Clock network drawn from the DEF:
Scale: 4 px per µm.
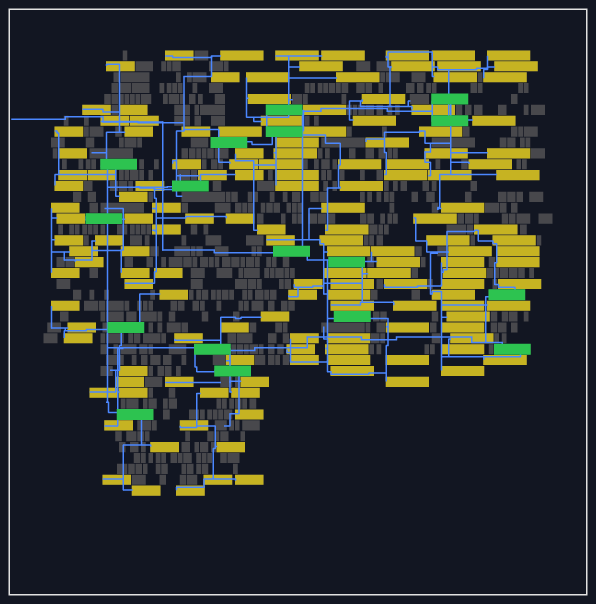
Placed cells, one colour a class:
Scale: 2 px per µm. Fill, decap, tap and diode cells in grey.
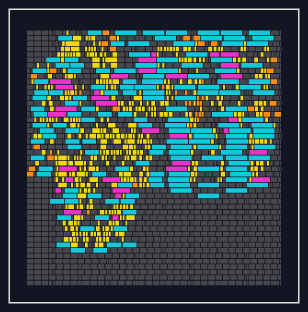
Power grid:
Scale: 2 px per µm. Pins as bars on the die edge.
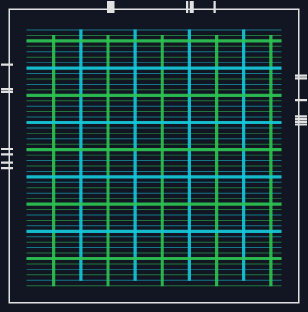
Signal wires by layer:
Scale: 2 px per µm. Two of the layers only.
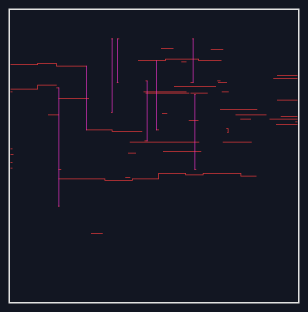
--- src/rtl/ps2_keyboard_rx.sv ---
// ---------------------------------------------------------------------------
// ps2_keyboard_rx
//
// PS/2 keyboard receiver. Synchronises and de-glitches the raw PS/2 pins,
// deframes 11-bit frames (start, 8 data LSB first, odd parity, stop) with an
// inter-bit watchdog, folds E0/F0 prefixes into make/break events carrying
// an extended flag, and queues the events in a first-word-fall-through FIFO.
//
// Ports:
//   clk_100mhz   system clock
//   rst          synchronous active-high reset
//   ps2_clk      raw PS/2 clock pin (asynchronous)
//   ps2_data     raw PS/2 data pin (asynchronous)
//   ev_valid     FIFO non-empty; head event on ev_code/ev_release/ev_extended
//   ev_ready     consumer accepts the head event
//   ev_code      scan code of the head event, prefixes stripped
//   ev_release   1 = break (key released), 0 = make
//   ev_extended  1 = code was E0-prefixed
//   ev_count     FIFO occupancy
//   overflow     sticky: an event was dropped because the FIFO was full
//   frame_err    one-cycle pulse on parity, stop or watchdog error
// ---------------------------------------------------------------------------
module ps2_keyboard_rx #(
  parameter int FILTER_LEN     = 8,
  parameter int TIMEOUT_CYCLES = 20000,
  parameter int FIFO_DEPTH     = 8
) (
  input  logic                          clk_100mhz,
  input  logic                          rst,
  input  logic                          ps2_clk,
  input  logic                          ps2_data,
  output logic                          ev_valid,
  input  logic                          ev_ready,
  output logic [7:0]                    ev_code,
  output logic                          ev_release,
  output logic                          ev_extended,
  output logic [$clog2(FIFO_DEPTH):0]   ev_count,
  output logic                          overflow,
  output logic                          frame_err
);

  localparam int PTR_W = $clog2(FIFO_DEPTH);
  localparam int CNT_W = PTR_W + 1;
  localparam int WD_W  = $clog2(TIMEOUT_CYCLES);
  localparam logic [WD_W-1:0]  WD_MAX  = WD_W'(TIMEOUT_CYCLES - 1);
  localparam logic [CNT_W-1:0] CNT_MAX = CNT_W'(FIFO_DEPTH);

  typedef enum logic [1:0] {IDLE, DATA, PARITY, STOP} state_t;

  // -------------------------------------------------------------------------
  // Input path: 2-flop synchroniser, then a shift-register glitch filter.
  // The filtered level only moves when every sample in the window agrees.
  // -------------------------------------------------------------------------
  logic [1:0]            clk_sync, data_sync;
  logic [FILTER_LEN-1:0] clk_sr, data_sr;
  logic                  clk_filt, data_filt, clk_filt_d;
  logic                  fall;

  // NOTE: sequential state uses non-blocking assignments so every register
  // samples the pre-edge value of its neighbours, regardless of block order.
  always_ff @(posedge clk_100mhz) begin
    if (rst) begin
      clk_sync   <= '1;
      data_sync  <= '1;
      clk_sr     <= '1;
      data_sr    <= '1;
      clk_filt   <= 1'b1;
      data_filt  <= 1'b1;
      clk_filt_d <= 1'b1;
    end else begin
      clk_sync   <= {clk_sync[0], ps2_clk};
      data_sync  <= {data_sync[0], ps2_data};
      clk_sr     <= {clk_sr[FILTER_LEN-2:0], clk_sync[1]};
      data_sr    <= {data_sr[FILTER_LEN-2:0], data_sync[1]};
      if (&clk_sr)       clk_filt  <= 1'b1;
      else if (~|clk_sr) clk_filt  <= 1'b0;
      if (&data_sr)       data_filt <= 1'b1;
      else if (~|data_sr) data_filt <= 1'b0;
      clk_filt_d <= clk_filt;
    end
  end

  // Clock and data share identical pipelines, so data_filt is aligned with
  // the fall pulse.
  assign fall = clk_filt_d & ~clk_filt;

  // -------------------------------------------------------------------------
  // Frame FSM and watchdog
  // -------------------------------------------------------------------------
  state_t          state_q, state_nx;
  logic [2:0]      bit_cnt_q, bit_cnt_nx;
  logic [7:0]      shift_q, shift_nx;
  logic            par_q, par_nx;
  logic            byte_ok, byte_ok_nx;
  logic            frame_err_nx;
  logic [WD_W-1:0] wd_q;
  logic            timeout;

  assign timeout = (state_q != IDLE) && (wd_q == WD_MAX);

  always_ff @(posedge clk_100mhz) begin
    if (rst) begin
      state_q   <= IDLE;
      bit_cnt_q <= '0;
      shift_q   <= '0;
      par_q     <= 1'b0;
      byte_ok   <= 1'b0;
      frame_err <= 1'b0;
      wd_q      <= '0;
    end else begin
      state_q   <= state_nx;
      bit_cnt_q <= bit_cnt_nx;
      shift_q   <= shift_nx;
      par_q     <= par_nx;
      byte_ok   <= byte_ok_nx;
      frame_err <= frame_err_nx;
      if (state_q == IDLE || fall || timeout) wd_q <= '0;
      else                                    wd_q <= wd_q + 1'b1;
    end
  end

  // NOTE: every signal driven here gets a default first, so no path can
  // leave it unassigned and infer a latch.
  always_comb begin
    state_nx     = state_q;
    bit_cnt_nx   = bit_cnt_q;
    shift_nx     = shift_q;
    par_nx       = par_q;
    byte_ok_nx   = 1'b0;
    frame_err_nx = 1'b0;
    if (timeout) begin
      // Stalled frame: abandon the partial byte.
      state_nx     = IDLE;
      frame_err_nx = 1'b1;
    end else if (fall) begin
      unique case (state_q)
        IDLE: begin
          if (!data_filt) begin
            state_nx   = DATA;
            bit_cnt_nx = '0;
          end
        end
        DATA: begin
          shift_nx   = {data_filt, shift_q[7:1]};
          bit_cnt_nx = bit_cnt_q + 3'd1;
          if (bit_cnt_q == 3'd7) state_nx = PARITY;
        end
        PARITY: begin
          par_nx   = data_filt;
          state_nx = STOP;
        end
        STOP: begin
          state_nx = IDLE;
          if (data_filt && (^{shift_q, par_q})) byte_ok_nx   = 1'b1;
          else                                  frame_err_nx = 1'b1;
        end
        default: state_nx = IDLE;
      endcase
    end
  end

  // -------------------------------------------------------------------------
  // Prefix decoder. shift_q holds the finished byte while byte_ok is high.
  // -------------------------------------------------------------------------
  logic       ext_pend, brk_pend;
  logic       is_prefix;
  logic       push;
  logic [9:0] push_data;

  assign is_prefix = shift_q inside {8'hE0, 8'hF0, 8'hE1, 8'h00, 8'hFF};
  assign push      = byte_ok && !is_prefix;
  assign push_data = {shift_q, brk_pend, ext_pend};

  always_ff @(posedge clk_100mhz) begin
    if (rst || frame_err) begin
      ext_pend <= 1'b0;
      brk_pend <= 1'b0;
    end else if (byte_ok) begin
      case (shift_q)
        8'hE0:   ext_pend <= 1'b1;
        8'hF0:   brk_pend <= 1'b1;
        8'hE1:   ;  // pause-sequence prefix: ignored, flags kept
        default: begin  // real code, or 00/FF keyboard error: flags consumed
          ext_pend <= 1'b0;
          brk_pend <= 1'b0;
        end
      endcase
    end
  end

  // -------------------------------------------------------------------------
  // Event FIFO, first-word fall-through
  // -------------------------------------------------------------------------
  logic [9:0]       mem [FIFO_DEPTH];
  logic [PTR_W-1:0] wr_ptr, rd_ptr;
  logic [CNT_W-1:0] count;
  logic             full, pop, push_ok;
  logic [9:0]       head;

  assign full    = (count == CNT_MAX);
  assign ev_valid = (count != '0);
  assign pop     = ev_valid && ev_ready;
  // A pop in the same cycle frees the slot the push needs.
  assign push_ok = push && (!full || pop);

  // NOTE: the storage array has no reset; occupancy is tracked by count and
  // pointers, so stale contents are never presented.
  always_ff @(posedge clk_100mhz) begin
    if (push_ok) mem[wr_ptr] <= push_data;
  end

  always_ff @(posedge clk_100mhz) begin
    if (rst) begin
      wr_ptr   <= '0;
      rd_ptr   <= '0;
      count    <= '0;
      overflow <= 1'b0;
    end else begin
      if (push_ok) wr_ptr <= wr_ptr + 1'b1;
      if (pop)     rd_ptr <= rd_ptr + 1'b1;
      unique case ({push_ok, pop})
        2'b10:   count <= count + 1'b1;
        2'b01:   count <= count - 1'b1;
        default: ;
      endcase
      if (push && full && !pop) overflow <= 1'b1;
    end
  end

  // Fields are forced to zero while empty so the outputs read 0 after reset.
  assign head        = ev_valid ? mem[rd_ptr] : '0;
  assign ev_code     = head[9:2];
  assign ev_release  = head[1];
  assign ev_extended = head[0];
  assign ev_count    = count;

endmodule

--- config.mk ---
export PLATFORM = sky130hd
export DESIGN_NAME = ps2_keyboard_rx
export DESIGN_NICKNAME = d
export VERILOG_FILES = /design/src/rtl/ps2_keyboard_rx.sv
export SDC_FILE = /design/constraint.sdc
export NUM_CORES = 1
export LEC_CHECK = 0
export ABC_AREA = 1
export CORE_AREA = 8 8 136 138
export DETAILED_ROUTE_END_ITERATION = 10
export DIE_AREA = 0 0 144 146
export GPL_TIMING_DRIVEN = 0
export MAX_ROUTING_LAYER = met4
export PLACE_DENSITY = 0.62
export SLEW_MARGIN = 40
export SYNTH_ARGS = -nofsm -noshare
export SYNTH_HDL_FRONTEND = slang
export SYNTH_SLANG_ARGS = --single-unit
--- constraint.sdc ---
create_clock -name clk_100mhz -period 5.3 [get_ports clk_100mhz]
set_input_delay 0.795 -clock clk_100mhz [delete_from_list [all_inputs] [get_ports clk_100mhz]]
set_output_delay 0.795 -clock clk_100mhz [all_outputs]
set_load 0.05 [all_outputs]
==> flow_metrics.env <==
# yosys + openroad results
export IMPL_status="completed"
export IMPL_grt_pass1_vias=4362
export IMPL_largest_register="mem"
export IMPL_p_comb_share_pct=0.7
export IMPL_cp_arrival_ps=2920
export IMPL_gr_usage_met3_pct=3.77
export IMPL_diodes=0
export IMPL_gr_usage_met1_pct=16.6
export IMPL_comb_share_pct=28.0
export IMPL_antenna_left=0
export IMPL_warnings=29
export IMPL_syn_area_mm2=0.00623
export IMPL_fin_setup_tns_ps=0
export IMPL_logic_area_mm2=0.00208
export IMPL_ys_seq_elements=150
export IMPL_synth_nets=643
export IMPL_nWellTaps=220
export IMPL_maxCapViolCount=0
export IMPL_num_multi_input_gates=386
export IMPL_cts_resized=0
export IMPL_nNetsFinal=683
export IMPL_clock_sinks=150
export IMPL_clockBufferDepth=2
export IMPL_ys_cells=626
export IMPL_nonClkBufAreaFrac_pct=4.06
export IMPL_n_clock_buffer=19
export IMPL_yosys_area_mm2=0.00623
export IMPL_cts_buffers=17
export IMPL_finalCritPeriodShare_pct=70.1
export IMPL_post_cts_buffers=0
export IMPL_switching_share_pct=18.8
export IMPL_endpoint_kind="output pin"
export IMPL_synthTopCellsByCount="nor2_1, edfxtp_1, dfxtp_1"
export IMPL_wl_met1_um=6140
export IMPL_rr_worst_depth=18
export IMPL_hold_viol_final=0
export IMPL_setup_viol=0
export IMPL_start_kind="flop"
export IMPL_reg_largest_list="mem x80, wd_q x15"
export IMPL_hp_class="flop to flop"
export IMPL_clk_share_pct=9.34
export IMPL_ys_warn_count=0
export IMPL_grt_pass1_wl_um=22000
export IMPL_cp_max_fo=10
export IMPL_hold_buffers=0
export IMPL_worst_slack_ps=1590
export IMPL_min_from="clk_sync[1]"
export IMPL_die_area_mm2=0.0210
export IMPL_grt_util_met2_pct=21.7
export IMPL_clock_fmax_mhz=269
export IMPL_synth_cell_type_count=47
export IMPL_n_all_buffers=42
export IMPL_clk_pin_slew_ps=60
export IMPL_lay_top_count="nor2_1"
export IMPL_switching_power_w=0.000496
export IMPL_drv_slew=0
export IMPL_leakagePower_nw=2.86
export IMPL_dp_cells=867
export IMPL_p_int_w=0.00214
export IMPL_r2r_slack_ps=2670
export IMPL_powerDensity_mw_per_mm2=354
export IMPL_top_area_cell="edfxtp_1"
export IMPL_num_fill_cells=1499
export IMPL_routed_top_layer="met4"
export IMPL_dpl_instance_area_mm2=0.00673
export IMPL_seq_power_w=0.00121
export IMPL_portBuffers=21
export IMPL_whs_path_depth=1
export IMPL_grt_ovfl_total=0
export IMPL_power_w=0.00263
export IMPL_fp_util_pct=38.3
export IMPL_rr_startpoint="shift_q[6]"
export IMPL_r2r_end="ev_count[3]"
export IMPL_clock_root_buffer="clkbuf_16"
export IMPL_gp_congestion=0.768
-- 'clock network drawn from the DEF' (at the start) --
Green is clock drivers, count 17. Blue is clock wires, length 1760 µm. Yellow is flip-flops, count 150.
There are 18 routed clock nets.
Late-Pin Clk Latency: 420 ps
Clk. pwr: 0.00140 W
Post-Route Skew: 8.54 ps
clock share of power: 53.2%

-- 'placed cells, one colour a class' (at the start) --
Magenta is clock drivers and dummy loads, cells 32, share of their area 9.7%. Orange is remaining buffers and delay cells, cells 42, share of their area 4.2%. Yellow is combinational and other logic, cells 455, share of their area 33%. Cyan is sequential cells, cells 150, share of their area 53%.
Layout Utilization: 45.6%
row count: 47
core area: 0.0163 mm²
sequential cell area share: 51.2%
Design Area, Final: 0.00743 mm²

-- 'power grid' (at the start) --
Green is VSS. Cyan is VDD.
9 straps on met5. 22 signal pins sit on the boundary. 48 met1 rails follow the rows.
Die X: 144 µm
Die Span Y: 146 µm
worst vdd rail ir drop: 0.271 mV

-- 'signal wires by layer' (at the start) --
Red is metal 3, wire length 561 µm. Magenta is metal 4, wire length 273 µm.
via count: 4424
GRT Overall Usage: 13.9%
Wirelength per Cell: 14.9 µm
Routed WL: 13400 µm

kinds of logic after synthesis:
family	Yosys count	synth area share, %
xor gates and xnor gates	7	0.983
buffers and inverters	90	5.84
and+or+nand+nor	237	18.3
DFF	150	61.0
adders and majority gates	12	2.53
AOI/OAI and AO/OA	130	11.4
worst max path at each step:
stage                            from  slack (ps)          to  cells after the start
after detailed placement         flop        2060  ev_code[3]                      6
after CTS                        flop        1600  ev_code[3]                      6
final                            flop        1590  ev_code[3]                      6
after floorplan           ev_count[1]        1900  ev_code[0]                      7
after global placement           flop        2140  ev_code[1]                      6
after global routing             flop        1470  ev_code[3]                      6
critical path, stage by stage (launching register included):
cell,delay [ps]
dfxtp_1,450
clkbuf_1,410
o21ai_0,190
o22ai_1,240
o21ai_0,140
a31oi_1,230
clkdlybuf4s50_1,850
Power and IR drop assume default switching activity.
